<file path="config.mk">
export PLATFORM = sky130hd
export DESIGN_NAME = ad7606_seq_flat
export DESIGN_NICKNAME = d
export VERILOG_FILES = /design/src/rtl/ad7606_pkg.sv /design/src/rtl/ad7606_if.sv /design/src/rtl/ad7606_sync2.sv /design/src/rtl/ad7606_seq.sv /design/src/flat_wrapper.sv
export SDC_FILE = /design/constraint.sdc
export NUM_CORES = 1
export LEC_CHECK = 0
export ABC_AREA = 1
export CORE_MARGIN = 5
export CORE_UTILIZATION = 45
export CTS_CLUSTER_SIZE = 28
export DETAILED_ROUTE_END_ITERATION = 10
export HOLD_SLACK_MARGIN = 0.03
export PLACE_DENSITY = 0.87
export SLEW_MARGIN = 20
export SYNTH_ARGS = -nofsm -noshare
export SYNTH_HDL_FRONTEND = slang
export SYNTH_HIERARCHICAL = 1
export SYNTH_SLANG_ARGS = --single-unit
export TNS_END_PERCENT = 5
</file>
<file path="constraint.sdc">
create_clock -name clk -period 2.1 [get_ports clk]
set_input_delay 0.21 -clock clk [delete_from_list [all_inputs] [get_ports clk]]
set_output_delay 0.21 -clock clk [all_outputs]
set_load 0.1 [all_outputs]
</file>
<file path="src/rtl/ad7606_pkg.sv">
// -----------------------------------------------------------------------------
// ad7606_pkg
// Shared types and constants for the AD7606-family conversion sequencer.
//   state_t    : sequencer FSM states
//   OS_MAX     : highest legal oversampling code (3'b111 is invalid on the ADC)
//   DEF_*      : default parameter values for ad7606_seq
//   ch_width() : channel index width, max(1, clog2(n))
//   max_int()  : integer maximum, used to size the shared timer
//   os_clamp() : limits an oversampling request to OS_MAX
// -----------------------------------------------------------------------------
package ad7606_pkg;

    typedef enum logic [3:0] {
        ST_OFF,
        ST_RST,
        ST_WAKE,
        ST_IDLE,
        ST_CONV,
        ST_BUSY_HI,
        ST_BUSY_LO,
        ST_RD_LO,
        ST_OUT,
        ST_RD_HI
    } state_t;

    localparam logic [2:0] OS_MAX = 3'd6;

    localparam int DEF_NUM_CH      = 8;
    localparam int DEF_DATA_W      = 16;
    localparam int DEF_T_RESET_CYC = 3;
    localparam int DEF_T_WAKE_CYC  = 10;
    localparam int DEF_T_CONV_CYC  = 2;
    localparam int DEF_T_RD_CYC    = 2;
    localparam int DEF_T_RDH_CYC   = 1;
    localparam int DEF_T_BUSY_MAX  = 512;

    function automatic int ch_width(input int n);
        return (n > 1) ? $clog2(n) : 1;
    endfunction

    function automatic int max_int(input int a, input int b);
        return (a > b) ? a : b;
    endfunction

    function automatic logic [2:0] os_clamp(input logic [2:0] code);
        return (code > OS_MAX) ? OS_MAX : code;
    endfunction

endpackage

</file>
<file path="src/rtl/ad7606_if.sv">
// -----------------------------------------------------------------------------
// ad7606_if
// Sample stream between the sequencer and the downstream FIFO/DSP path.
//   valid : sample valid (master)
//   ready : sink ready (slave)
//   data  : DATA_W-bit sample, two's complement as read from the ADC
//   chan  : channel index 0..NUM_CH-1
//   last  : high together with the final channel of a frame
// Modports: master (sequencer side), slave (sink side).
// -----------------------------------------------------------------------------
interface ad7606_if #(
    parameter int DATA_W = 16,
    parameter int CH_W   = 3
);
    logic              valid;
    logic              ready;
    logic [DATA_W-1:0] data;
    logic [CH_W-1:0]   chan;
    logic              last;

    modport master (output valid, data, chan, last, input ready);
    modport slave  (input valid, data, chan, last, output ready);
endinterface

</file>
<file path="src/rtl/ad7606_sync2.sv">
// -----------------------------------------------------------------------------
// ad7606_sync2
// Two-flop synchroniser for the asynchronous ADC BUSY pin.
//   clk   : destination clock
//   rst_n : asynchronous active-low reset, output resets to 0
//   d     : asynchronous input
//   q     : synchronised output (two clk cycles of latency)
// -----------------------------------------------------------------------------
module ad7606_sync2 (
    input  logic clk,
    input  logic rst_n,
    input  logic d,
    output logic q
);
    logic meta;

    // NOTE: sequential state uses non-blocking assignments so every flop
    // samples the pre-edge value, which is what makes this a two-stage chain.
    always_ff @(posedge clk or negedge rst_n) begin
        if (!rst_n) begin
            meta <= 1'b0;
            q    <= 1'b0;
        end else begin
            meta <= d;
            q    <= meta;
        end
    end
endmodule

</file>
<file path="src/rtl/ad7606_seq.sv">
// -----------------------------------------------------------------------------
// ad7606_seq
// AD7606-family sequencer: powers up and resets the ADC, fires CONVST on a
// trigger, waits out BUSY, reads NUM_CH words over CS_n/RD_n and streams them
// on a valid/ready port.
//
// Ports
//   clk, rst_n    : clock, asynchronous active-low reset
//   power         : 1 = ADC enabled, 0 = standby (aborts any activity)
//   trig          : single-cycle conversion request (honoured in IDLE only)
//   os_ratio      : oversampling code, latched on an accepted trig
//   clr_status    : clears the sticky status flags
//   adc_busy      : ADC BUSY pin (asynchronous)
//   adc_db        : ADC parallel data bus
//   adc_os        : ADC OS[2:0] pins
//   adc_stby_n    : ADC STBY_n
//   adc_reset     : ADC RESET
//   adc_convst_n  : ADC CONVST A/B
//   adc_cs_n      : ADC CS_n
//   adc_rd_n      : ADC RD_n
//   m             : sample stream (ad7606_if.master)
//   idle          : high in IDLE only
//   overrun       : sticky, trig seen while not IDLE
//   busy_timeout  : sticky BUSY timeout flag (only with AD7606_BUSY_TIMEOUT_EN)
//
// Build option: define AD7606_BUSY_TIMEOUT_EN to bound the BUSY wait to
// T_BUSY_MAX cycles; on expiry the ADC is re-reset and the frame is dropped.
// -----------------------------------------------------------------------------
module ad7606_seq
    import ad7606_pkg::*;
#(
    parameter int NUM_CH      = DEF_NUM_CH,
    parameter int DATA_W      = DEF_DATA_W,
    parameter int T_RESET_CYC = DEF_T_RESET_CYC,
    parameter int T_WAKE_CYC  = DEF_T_WAKE_CYC,
    parameter int T_CONV_CYC  = DEF_T_CONV_CYC,
    parameter int T_RD_CYC    = DEF_T_RD_CYC,
    parameter int T_RDH_CYC   = DEF_T_RDH_CYC,
    parameter int T_BUSY_MAX  = DEF_T_BUSY_MAX
) (
    input  logic              clk,
    input  logic              rst_n,
    input  logic              power,
    input  logic              trig,
    input  logic [2:0]        os_ratio,
    input  logic              clr_status,
    input  logic              adc_busy,
    input  logic [DATA_W-1:0] adc_db,
    output logic [2:0]        adc_os,
    output logic              adc_stby_n,
    output logic              adc_reset,
    output logic              adc_convst_n,
    output logic              adc_cs_n,
    output logic              adc_rd_n,
    ad7606_if.master          m,
    output logic              idle,
    output logic              overrun
`ifdef AD7606_BUSY_TIMEOUT_EN
    ,
    output logic              busy_timeout
`endif
);

    localparam int CH_W  = ch_width(NUM_CH);
    localparam int T_MAX = max_int(max_int(max_int(T_RESET_CYC, T_WAKE_CYC),
                                           max_int(T_CONV_CYC, T_RD_CYC)),
                                   max_int(T_RDH_CYC, T_BUSY_MAX));
    localparam int TMR_W = $clog2(T_MAX + 1);
    localparam logic [CH_W-1:0] LAST_CH = CH_W'(NUM_CH - 1);

    state_t            state_q, state_d;
    logic [TMR_W-1:0]  tmr_q, tmr_load;
    logic              tmr_done;
    logic [CH_W-1:0]   ch_q;
    logic [DATA_W-1:0] data_q;
    logic              valid_q;
    logic              busy_s;
    logic              busy_expired;
    logic              accept;

    logic stby_n_d, reset_d, convst_n_d, cs_n_d, rd_n_d, valid_d, idle_d;

    ad7606_sync2 u_busy_sync (
        .clk   (clk),
        .rst_n (rst_n),
        .d     (adc_busy),
        .q     (busy_s)
    );

    assign tmr_done = (tmr_q == '0);
    assign accept   = valid_q && m.ready;

`ifdef AD7606_BUSY_TIMEOUT_EN
    // The shared timer is loaded on entry to BUSY_HI and keeps running through
    // BUSY_LO, so the bound covers the whole BUSY handshake.
    assign busy_expired = tmr_done;
`else
    assign busy_expired = 1'b0;
`endif

    // ---------------------------------------------------------------- state reg
    always_ff @(posedge clk or negedge rst_n) begin
        if (!rst_n) state_q <= ST_OFF;
        else        state_q <= state_d;
    end

    // ---------------------------------------------------------------- next state
    // NOTE: every combinational output gets a default before the case so no
    // path leaves it unassigned, which would otherwise infer a latch.
    always_comb begin
        state_d = state_q;
        if (!power) begin
            state_d = ST_OFF;
        end else begin
            case (state_q)
                ST_OFF:     state_d = ST_RST;
                ST_RST:     if (tmr_done) state_d = ST_WAKE;
                ST_WAKE:    if (tmr_done) state_d = ST_IDLE;
                ST_IDLE:    if (trig)     state_d = ST_CONV;
                ST_CONV:    if (tmr_done) state_d = ST_BUSY_HI;
                ST_BUSY_HI: begin
                    if (busy_s)            state_d = ST_BUSY_LO;
                    else if (busy_expired) state_d = ST_RST;
                end
                ST_BUSY_LO: begin
                    if (!busy_s)           state_d = ST_RD_LO;
                    else if (busy_expired) state_d = ST_RST;
                end
                ST_RD_LO:   if (tmr_done) state_d = ST_OUT;
                ST_OUT:     if (m.ready)  state_d = (ch_q == LAST_CH) ? ST_IDLE : ST_RD_HI;
                ST_RD_HI:   if (tmr_done) state_d = ST_RD_LO;
                default:    state_d = ST_OFF;
            endcase
        end
    end

    // ---------------------------------------------------------------- outputs
    // Decoded from the next state and registered below, so the ADC pins come
    // straight from flops (no decode glitches on CONVST/RD) yet still line up
    // with the current state.
    always_comb begin
        stby_n_d   = 1'b1;
        reset_d    = 1'b0;
        convst_n_d = 1'b1;
        cs_n_d     = 1'b1;
        rd_n_d     = 1'b1;
        valid_d    = 1'b0;
        idle_d     = 1'b0;
        case (state_d)
            ST_OFF:   stby_n_d = 1'b0;
            ST_RST:   reset_d = 1'b1;
            ST_IDLE:  idle_d = 1'b1;
            ST_CONV:  convst_n_d = 1'b0;
            ST_RD_LO: begin cs_n_d = 1'b0; rd_n_d = 1'b0; end
            ST_OUT:   begin cs_n_d = 1'b0; valid_d = 1'b1; end
            ST_RD_HI: cs_n_d = 1'b0;
            default:  ;
        endcase
    end

    always_ff @(posedge clk or negedge rst_n) begin
        if (!rst_n) begin
            adc_stby_n   <= 1'b0;
            adc_reset    <= 1'b0;
            adc_convst_n <= 1'b1;
            adc_cs_n     <= 1'b1;
            adc_rd_n     <= 1'b1;
            valid_q      <= 1'b0;
            idle         <= 1'b0;
        end else begin
            adc_stby_n   <= stby_n_d;
            adc_reset    <= reset_d;
            adc_convst_n <= convst_n_d;
            adc_cs_n     <= cs_n_d;
            adc_rd_n     <= rd_n_d;
            valid_q      <= valid_d;
            idle         <= idle_d;
        end
    end

    // ---------------------------------------------------------------- shared timer
    // Loaded with (duration-1) on entry to a timed state; the state exits when
    // the count reaches zero, giving exactly 'duration' cycles in that state.
    always_comb begin
        tmr_load = '0;
        case (state_d)
            ST_RST:     tmr_load = TMR_W'(T_RESET_CYC - 1);
            ST_WAKE:    tmr_load = TMR_W'(T_WAKE_CYC - 1);
            ST_CONV:    tmr_load = TMR_W'(T_CONV_CYC - 1);
            ST_BUSY_HI: tmr_load = TMR_W'(T_BUSY_MAX - 1);
            ST_RD_LO:   tmr_load = TMR_W'(T_RD_CYC - 1);
            ST_RD_HI:   tmr_load = TMR_W'(T_RDH_CYC - 1);
            default:    tmr_load = '0;
        endcase
    end

    always_ff @(posedge clk or negedge rst_n) begin
        if (!rst_n) begin
            tmr_q <= '0;
        end else if (state_d != state_q && state_d != ST_BUSY_LO) begin
            tmr_q <= tmr_load;
        end else if (!tmr_done) begin
            tmr_q <= tmr_q - 1'b1;
        end
    end

    // ---------------------------------------------------------------- datapath
    always_ff @(posedge clk or negedge rst_n) begin
        if (!rst_n) begin
            ch_q   <= '0;
            data_q <= '0;
            adc_os <= 3'd0;
        end else if (state_d == ST_OFF) begin
            // Abort or standby: discard any partial frame.
            ch_q   <= '0;
            data_q <= '0;
            adc_os <= 3'd0;
        end else begin
            if (state_q == ST_IDLE && trig)
                adc_os <= os_clamp(os_ratio);
            if (state_q == ST_RD_LO && tmr_done)
                data_q <= adc_db;
            if (accept)
                ch_q <= (ch_q == LAST_CH) ? '0 : ch_q + 1'b1;
        end
    end

    // ---------------------------------------------------------------- status
    // A set in the same cycle as clr_status takes priority.
    always_ff @(posedge clk or negedge rst_n) begin
        if (!rst_n)                        overrun <= 1'b0;
        else if (trig && state_q != ST_IDLE) overrun <= 1'b1;
        else if (clr_status)               overrun <= 1'b0;
    end

`ifdef AD7606_BUSY_TIMEOUT_EN
    logic timeout_evt;
    assign timeout_evt = (state_q == ST_BUSY_HI || state_q == ST_BUSY_LO) && state_d == ST_RST;

    always_ff @(posedge clk or negedge rst_n) begin
        if (!rst_n)           busy_timeout <= 1'b0;
        else if (timeout_evt) busy_timeout <= 1'b1;
        else if (clr_status)  busy_timeout <= 1'b0;
    end
`endif

    assign m.valid = valid_q;
    assign m.data  = data_q;
    assign m.chan  = ch_q;
    assign m.last  = valid_q && (ch_q == LAST_CH);

endmodule
</file>
<file path="src/flat_wrapper.sv">
// flat-port wrapper written by rule: the top's interface ports become plain ports
module ad7606_seq_flat import ad7606_pkg::*;
#(
    parameter int NUM_CH      = DEF_NUM_CH,
    parameter int DATA_W      = DEF_DATA_W,
    parameter int T_RESET_CYC = DEF_T_RESET_CYC,
    parameter int T_WAKE_CYC  = DEF_T_WAKE_CYC,
    parameter int T_CONV_CYC  = DEF_T_CONV_CYC,
    parameter int T_RD_CYC    = DEF_T_RD_CYC,
    parameter int T_RDH_CYC   = DEF_T_RDH_CYC,
    parameter int T_BUSY_MAX  = DEF_T_BUSY_MAX
)
  (clk, rst_n, power, trig, os_ratio, clr_status, adc_busy, adc_db, adc_os, adc_stby_n, adc_reset, adc_convst_n, adc_cs_n, adc_rd_n, idle, overrun, m_valid, m_data, m_chan, m_last, m_ready);
  ad7606_if #(.DATA_W(DATA_W)) m_i ();
  input  logic clk;
  input  logic rst_n;
  input  logic power;
  input  logic trig;
  input  logic [2:0] os_ratio;
  input  logic clr_status;
  input  logic adc_busy;
  input  logic [DATA_W-1:0] adc_db;
  output logic [2:0] adc_os;
  output logic adc_stby_n;
  output logic adc_reset;
  output logic adc_convst_n;
  output logic adc_cs_n;
  output logic adc_rd_n;
  output logic idle;
  output logic overrun;
  output wire logic [$bits(m_i.valid)-1:0] m_valid;
  output wire logic [$bits(m_i.data)-1:0] m_data;
  output wire logic [$bits(m_i.chan)-1:0] m_chan;
  output wire logic [$bits(m_i.last)-1:0] m_last;
  input wire logic [$bits(m_i.ready)-1:0] m_ready;
  assign m_valid = m_i.valid;
  assign m_data = m_i.data;
  assign m_chan = m_i.chan;
  assign m_last = m_i.last;
  assign m_i.ready = m_ready;
  ad7606_seq #(.NUM_CH(NUM_CH), .DATA_W(DATA_W), .T_RESET_CYC(T_RESET_CYC), .T_WAKE_CYC(T_WAKE_CYC), .T_CONV_CYC(T_CONV_CYC), .T_RD_CYC(T_RD_CYC), .T_RDH_CYC(T_RDH_CYC), .T_BUSY_MAX(T_BUSY_MAX)) u_core (.clk(clk), .rst_n(rst_n), .power(power), .trig(trig), .os_ratio(os_ratio), .clr_status(clr_status), .adc_busy(adc_busy), .adc_db(adc_db), .adc_os(adc_os), .adc_stby_n(adc_stby_n), .adc_reset(adc_reset), .adc_convst_n(adc_convst_n), .adc_cs_n(adc_cs_n), .adc_rd_n(adc_rd_n), .m(m_i), .idle(idle), .overrun(overrun));
endmodule
</file>
Run 1, placed standard cells:
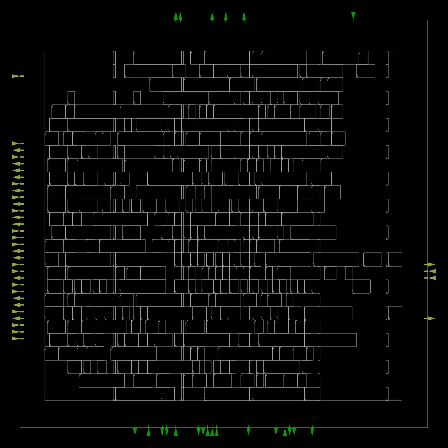
fin cells: 444
Flops: 46
Core Box Area: 5110 um^2

Run 1, PDN straps and rails:
Bar = 20 um. Pins as bars on the die edge. Tap cells in gray.
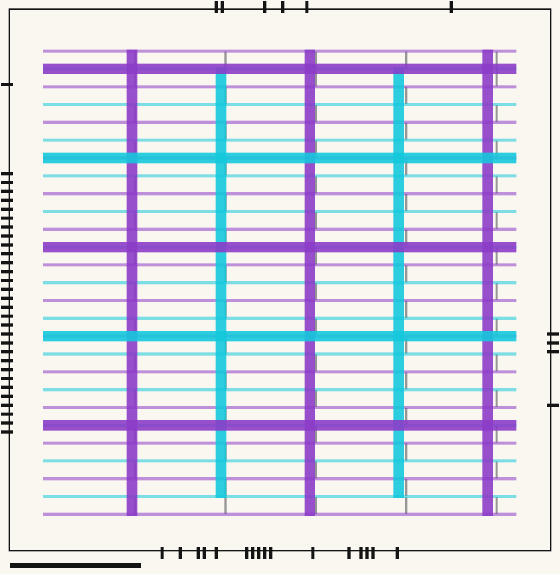
[VDD] cyan
[VSS] purple
met4 straps: 5
met1 rails: 27
met5 straps: 5
tap cells: 70

==> impl_metrics.yaml, run 1 <==
# yosys + openroad results
status:
  status: "finished, violations left"
  violations: "negative setup slack"
run:
  warnings: 29
  max_cap_viol_count: 0
synthesis:
  yosys_warnings: 6
  ys_sh_aoi: 0.0477
  postSynthCellCount: 293
  syn-num-nets: 322
  yosysMostFrequentCell: "nand2_1"
  logic_family: "simple AND/OR/NAND/NOR gates"
  topCellsByArea: "dfrtp_1, nand2_1, nand3_1"
  synth.distinct_cells: 32
  ys_sh_mux: 0
  top_cells_by_count: "nand2_1, nand3_1, dfrtp_1"
  ys_ff: 46
  synth-async-reset-ratio: 1.00
cts:
  htree_levels: 2
  cts_buffer_depth: 2
  cts_tree: "done"
  clock_sinks: 46
  clk_pin_slew_ps: 90
  root_buffer: "clkbuf_8"
sta:
  finalHoldViolations: 0
  fin_skew_ps: 4.93
  rsz0062_at_grt: "true"
  relSlewSlack: 0.681
  fin_crit_ps: 2160
  finalWorstSetupSlack_ps: -57.0
  setup_violations: 8
  hold_slack_ps: 358
  timing.final.crit_share: 1.03
worst_setup_path:
  path_class: "flip-flop to flip-flop"
  cp-start-kind: "flip-flop"
  cp.required_ps: 2290
  cp.arrival_ps: 2350
  cpPeakStageDelay_ps: 500
  critPathTopFamily: "simple AND/OR/NAND/NOR gates"
  rr_startpoint: "u_core/m.chan[1]"
  ff2ff_setup_slack_ps: -60
  cp_slowest_cell: "dfrtp_4"
detailed_routing:
  drc: 0
  drt_iter0_markers: 164
  ant_nets: 0
  num_vias: 2277
  wl_per_cell_um: 14.1
  wl_mm: 6.25
floorplan:
  pin_count: 57
  die_x_um: 82.4
  fp-utilization: 0.462
  die.size.y_um: 82.4
  die_area_um2: 6800
grt:
  grt_usage: 0.200
  overflow: 0
  grt_start_max_net_pins: 29
  grt_pass1_wl_mm: 10.4
power_and_ir_drop:
  p_leak_nw: 1.73
  p_total_mw: 3.55
placed_design:
  place_area_um2: 3110
layout:
  design_area_um2: 3380
  diodes: 0
  layout-drive-gt1-share: 0.294
  syn_to_final_growth_pct: 43.0
worst_hold_path:
  hp-class: "input port to flip-flop"
  holdPathEnd: "u_core/u_busy_sync/meta"
  hold_start: "adc_busy"
Run 1, cell area per tile:
Bar = 20 um. 8 x 8 tiles, from white (low) to dark blue (high), 0 to 100% covered.
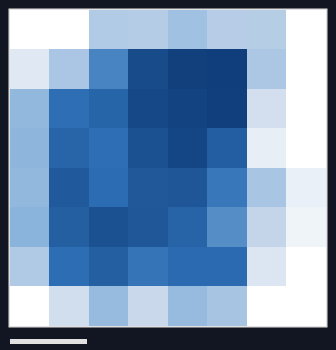
emptiest ninth of the die: lower right
nearly empty tiles: 16%
tiles over 75% full: 38%
densest ninth of the die: center
fullest tile: 95%
mean over tiles: 48%

[run 1: flip-flops by register name, indices dropped and copies added (netlist names), 3 cells and up]
register,flops
u_core/adc_os,3
u_core/m.chan,3
u_core/m.data,16
u_core/state_q,4
u_core/tmr_q,10
[run 1: worst max path at each step]
stage / to / slack, ps / depth (start not counted)
2_1_floorplan: u_core/tmr_q[1] / -20 / 17
3_3_place_gp: u_core/tmr_q[0] / 8 / 15
3_5_place_dp: u_core/tmr_q[9] / -110 / 16
4_1_cts: u_core/tmr_q[8] / -5 / 15
5_1_grt: u_core/tmr_q[1] / -180 / 17
6_report: u_core/tmr_q[1] / -60 / 17
[run 1: area by class of cell]
cell class	instances	area (um^2)
Clock buffer	7	86.3
Clock inverter	1	30.0
Fill cell	402	1730
Inverter	30	115
Multi-Input combinational cell	210	1210
Sequential cell	46	1160
Tap cell	70	87.6
Timing Repair Buffer	80	686
[run 1: repair_timing]
| item | in CTS | in global routing |
|---|---|---|
| endpoints found under the setup margin | 10 | 10 |
| gates cloned | 1 | 0 |
| gates resized | 9 | 21 |
| setup buffers | 1 | 1 |
| hold buffers | 1 | 0 |
| endpoints found under the hold margin | 18 | 0 |
| pin swaps | 5 | 3 |
[run 1: routing by layer]
layer  GRT usage  wire length (um)  up-vias
met5           0                 0        -
met4      0.0764               114        0
met3      0.0575               522       17
met2       0.323              3130       93
met1       0.252              2480     1068
li1            -                 -     1099
[run 1: stage by stage]
stage | setup WS [ps] | instances
final | -57.0 | 444
after detailed placement | -108 | 432
after global placement | 8.15 | 432
after CTS | -4.98 | 443
after floorplan | -23.7 | 293
after global routing | -180 | 444
[run 1: power by group]
group          leakage, nW  total, mW  internal, mW  switching (mW)
combinational         1.08       1.73         0.619            1.11
sequential           0.589       1.13          1.01           0.117
clock               0.0585      0.686         0.388           0.298
--- run 2 (diff from run 1) ---
--- a/config.mk
+++ b/config.mk
@@ -5,13 +5,13 @@
 export SDC_FILE = /design/constraint.sdc
 export NUM_CORES = 1
 export LEC_CHECK = 0
-export ABC_AREA = 1
 export CORE_MARGIN = 5
 export CORE_UTILIZATION = 45
+export CTS_CLUSTER_DIAMETER = 80
 export CTS_CLUSTER_SIZE = 28
 export DETAILED_ROUTE_END_ITERATION = 10
 export HOLD_SLACK_MARGIN = 0.03
-export PLACE_DENSITY = 0.87
+export PLACE_DENSITY = 0.86
 export SLEW_MARGIN = 20
 export SYNTH_ARGS = -nofsm -noshare
 export SYNTH_HDL_FRONTEND = slang
Run 2, where the registers sit:
Bar = 20 um. Other sequential cells in the stronger gray, the rest of the logic in the fainter gray.
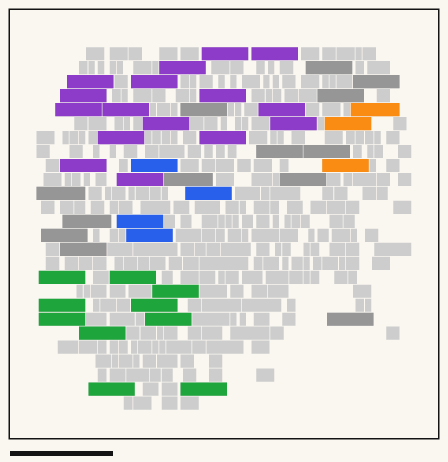
[`u_core/m.data`] purple | sequential cells: 16
[`u_core/m.chan`] orange | sequential cells: 3
[`u_core/state_q`] blue | sequential cells: 4
[`u_core/tmr_q`] green | sequential cells: 10
Seq/total area: 0.327
Finished Core Util: 0.683
area occupied by registers: 1160 um^2
seq pwr: 1.07 mW

Run 2, placed standard cells:
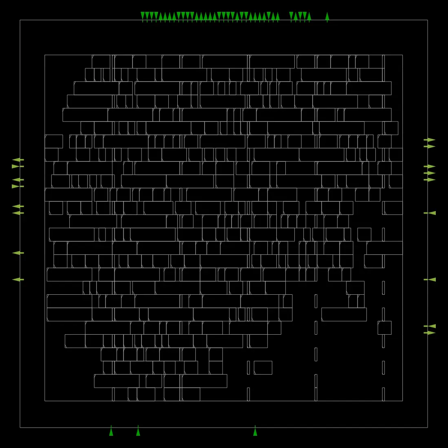
fin cells: 427
cell row count: 26
fillers: 377
Core Box Area: 5170 um^2

Run 2, nets reached from selected ports:
Bar = 20 um.
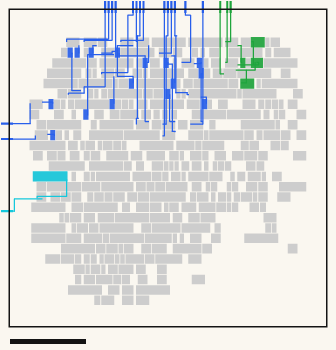
[`adc_reset`] cyan | bits: 1 | direction: output | end cells: 1 | buffers: 1 | wire: 23.9 um
[`os_ratio`] green | bits: 3 | direction: input | end cells: 4 | buffers: 3 | wire: 71.6 um
[`adc_db`] blue | bits: 16 | direction: input | end cells: 16 | buffers: 16 | wire: 488 um

==> run 2 against run 1 <==
Compared with the run above:
- the flow still finishes with violations (negative setup slack)
- global-route usage down 0.20 points
- cell count down 3.8%
- largest power group unchanged
- first-iteration DRC count up 32%
- synthesized cell count down 14%
- fmax down 18%
- clock-buffer cell count unchanged
- power up 9.1%
- via count up 3.0%
- critical path depth down 6
- hold slack worse by 6.4 ps
- sequential share of layout area down 1.8 points
==> impl_metrics.yaml, run 2 <==
# yosys + openroad results
synthesis:
  synth.distinct_cells: 56
  top_cells_by_count: "nand2_1, dfrtp_1, a21oi_1"
  yosys_warnings: 6
  synth-async-reset-ratio: 1.00
  logic_family: "simple AND/OR/NAND/NOR gates"
  flop_cell: "dfrtp_1"
  ys_sh_aoi: 0.173
  syn_area_um2: 2420
  topCellsByArea: "dfrtp_1, nand2_1, a21oi_1"
  postSynthCellCount: 252
  syn-num-nets: 281
  ys_sh_mux: 0.0166
  ys_cells: 252
  ys_seq_share: 0.477
  ys_ff: 46
floorplan:
  pin_count: 57
  die_x_um: 83.3
  die.size.y_um: 83.3
  fp-utilization: 0.468
  die_area_um2: 6940
power_and_ir_drop:
  p_total_mw: 3.87
cts:
  root_buffer: "clkbuf_8"
  cts_resized: 4
  clock_sinks: 46
  post_cts_buffers: 0
  cts_buffer_depth: 2
  htree_levels: 2
  clk_pin_slew_ps: 90
  cts_tree: "done"
  hold_buffers: 1
worst_setup_path:
  cp.required_ps: 2300
  cp.depth: 11
  path_class: "flip-flop to flip-flop"
  endpoint: "u_core/tmr_q[2]"
  ff2ff_setup_slack_ps: -530
  cp_slowest_cell: "or4b_4"
  cp.arrival_ps: 2830
  cp-start-kind: "flip-flop"
  rr_startpoint: "u_core/tmr_q[0]"
worst_hold_path:
  holdPathEnd: "u_core/u_busy_sync/meta"
  hp-class: "input port to flip-flop"
  hold_start: "adc_busy"
status:
  violations: "negative setup slack"
  status: "finished, violations left"
sta:
  finalWorstSetupSlack_ps: -529
  hold_slack_ps: 352
  setup_violations: 20
  fin_skew_ps: 10.5
  timing.final.crit_share: 1.25
  rsz0062_at_grt: "true"
  finalHoldViolations: 0
  fin_crit_ps: 2630
grt:
  grt_usage: 0.198
  overflow: 0
  grt_pass1_wl_mm: 11.2
placed_design:
  dp_cells: 414
  io_buffers: 56
  dpl_worst_slack_ps: -498
detailed_routing:
  drc: 0
  drt_iter0_markers: 217
  num_vias: 2345
  wl_per_cell_um: 16.4
  wl_mm: 7.01
layout:
  diodes: 0
  design_area_um2: 3530
  syn_to_final_growth_pct: 46.1
  layout-drive-gt1-share: 0.350
  largest_reg_flops: 16
run:
  warnings: 29
  max_cap_viol_count: 0
[run 2: cell count changes in the layout (fill, tap and decap cells not counted), sizes merged, moves of 4 or more]
| cell | delta |
|---|---|
| buf | +29 |
| inv | -14 |
| nor2 | -15 |
| nor4 | +5 |
| o21ai | +9 |
| nand3 | -51 |
| nand2 | -34 |
| a21oi | +15 |
| mux2i | +4 |
[run 2: per-stage QoR]
stage,util,setup TNS [ps]
final,0.683,-6850
after global routing,0.683,-10450
after CTS,0.669,-6830
after detailed placement,0.644,-6720
after global placement,0.644,-5720
after floorplan,-,-7210
[run 2: area by class of cell]
| cell class | count | area, um^2 | share of cell area |
|---|---|---|---|
| well taps | 70 | 87.6 | 0.0248 |
| clock inverters | 1 | 8.76 | 0.00248 |
| repair buffers | 109 | 927 | 0.262 |
| clock buffers | 7 | 86.3 | 0.0244 |
| multi-input cells | 180 | 1210 | 0.343 |
| flip-flops and latches | 46 | 1160 | 0.327 |
| inverters | 14 | 55.1 | 0.0156 |
[run 2: where the power goes]
group / total, mW / leakage [nW] / internal (mW) / switching [mW]
logic: 2.23 / 0.942 / 1.07 / 1.16
clock network: 0.572 / 0.0489 / 0.272 / 0.300
registers: 1.07 / 0.611 / 0.991 / 0.0774
total: 3.87 / 1.60 / 2.33 / 1.54
[run 2: cells by family (layout without fill, tap and decap cells)]
kind of cell,count (synthesis),after routing
simple gates,104,104
fa+ha+maj,3,3
buf+inv,26,131
mux,4,4
flops,46,46
compound gates,62,62
xor+xnor,7,7
[run 2: per-layer routing]
| layer | up-vias | wire length, um | track usage |
|---|---|---|---|
| met2 | 102 | 3660 | 0.343 |
| li1 | 1091 | - | - |
| met1 | 1132 | 2830 | 0.250 |
| met5 | - | 0 | 0 |
| met4 | 0 | 175 | 0.0728 |
| met3 | 20 | 350 | 0.0267 |
Power is estimated from default activity; no workload was simulated.
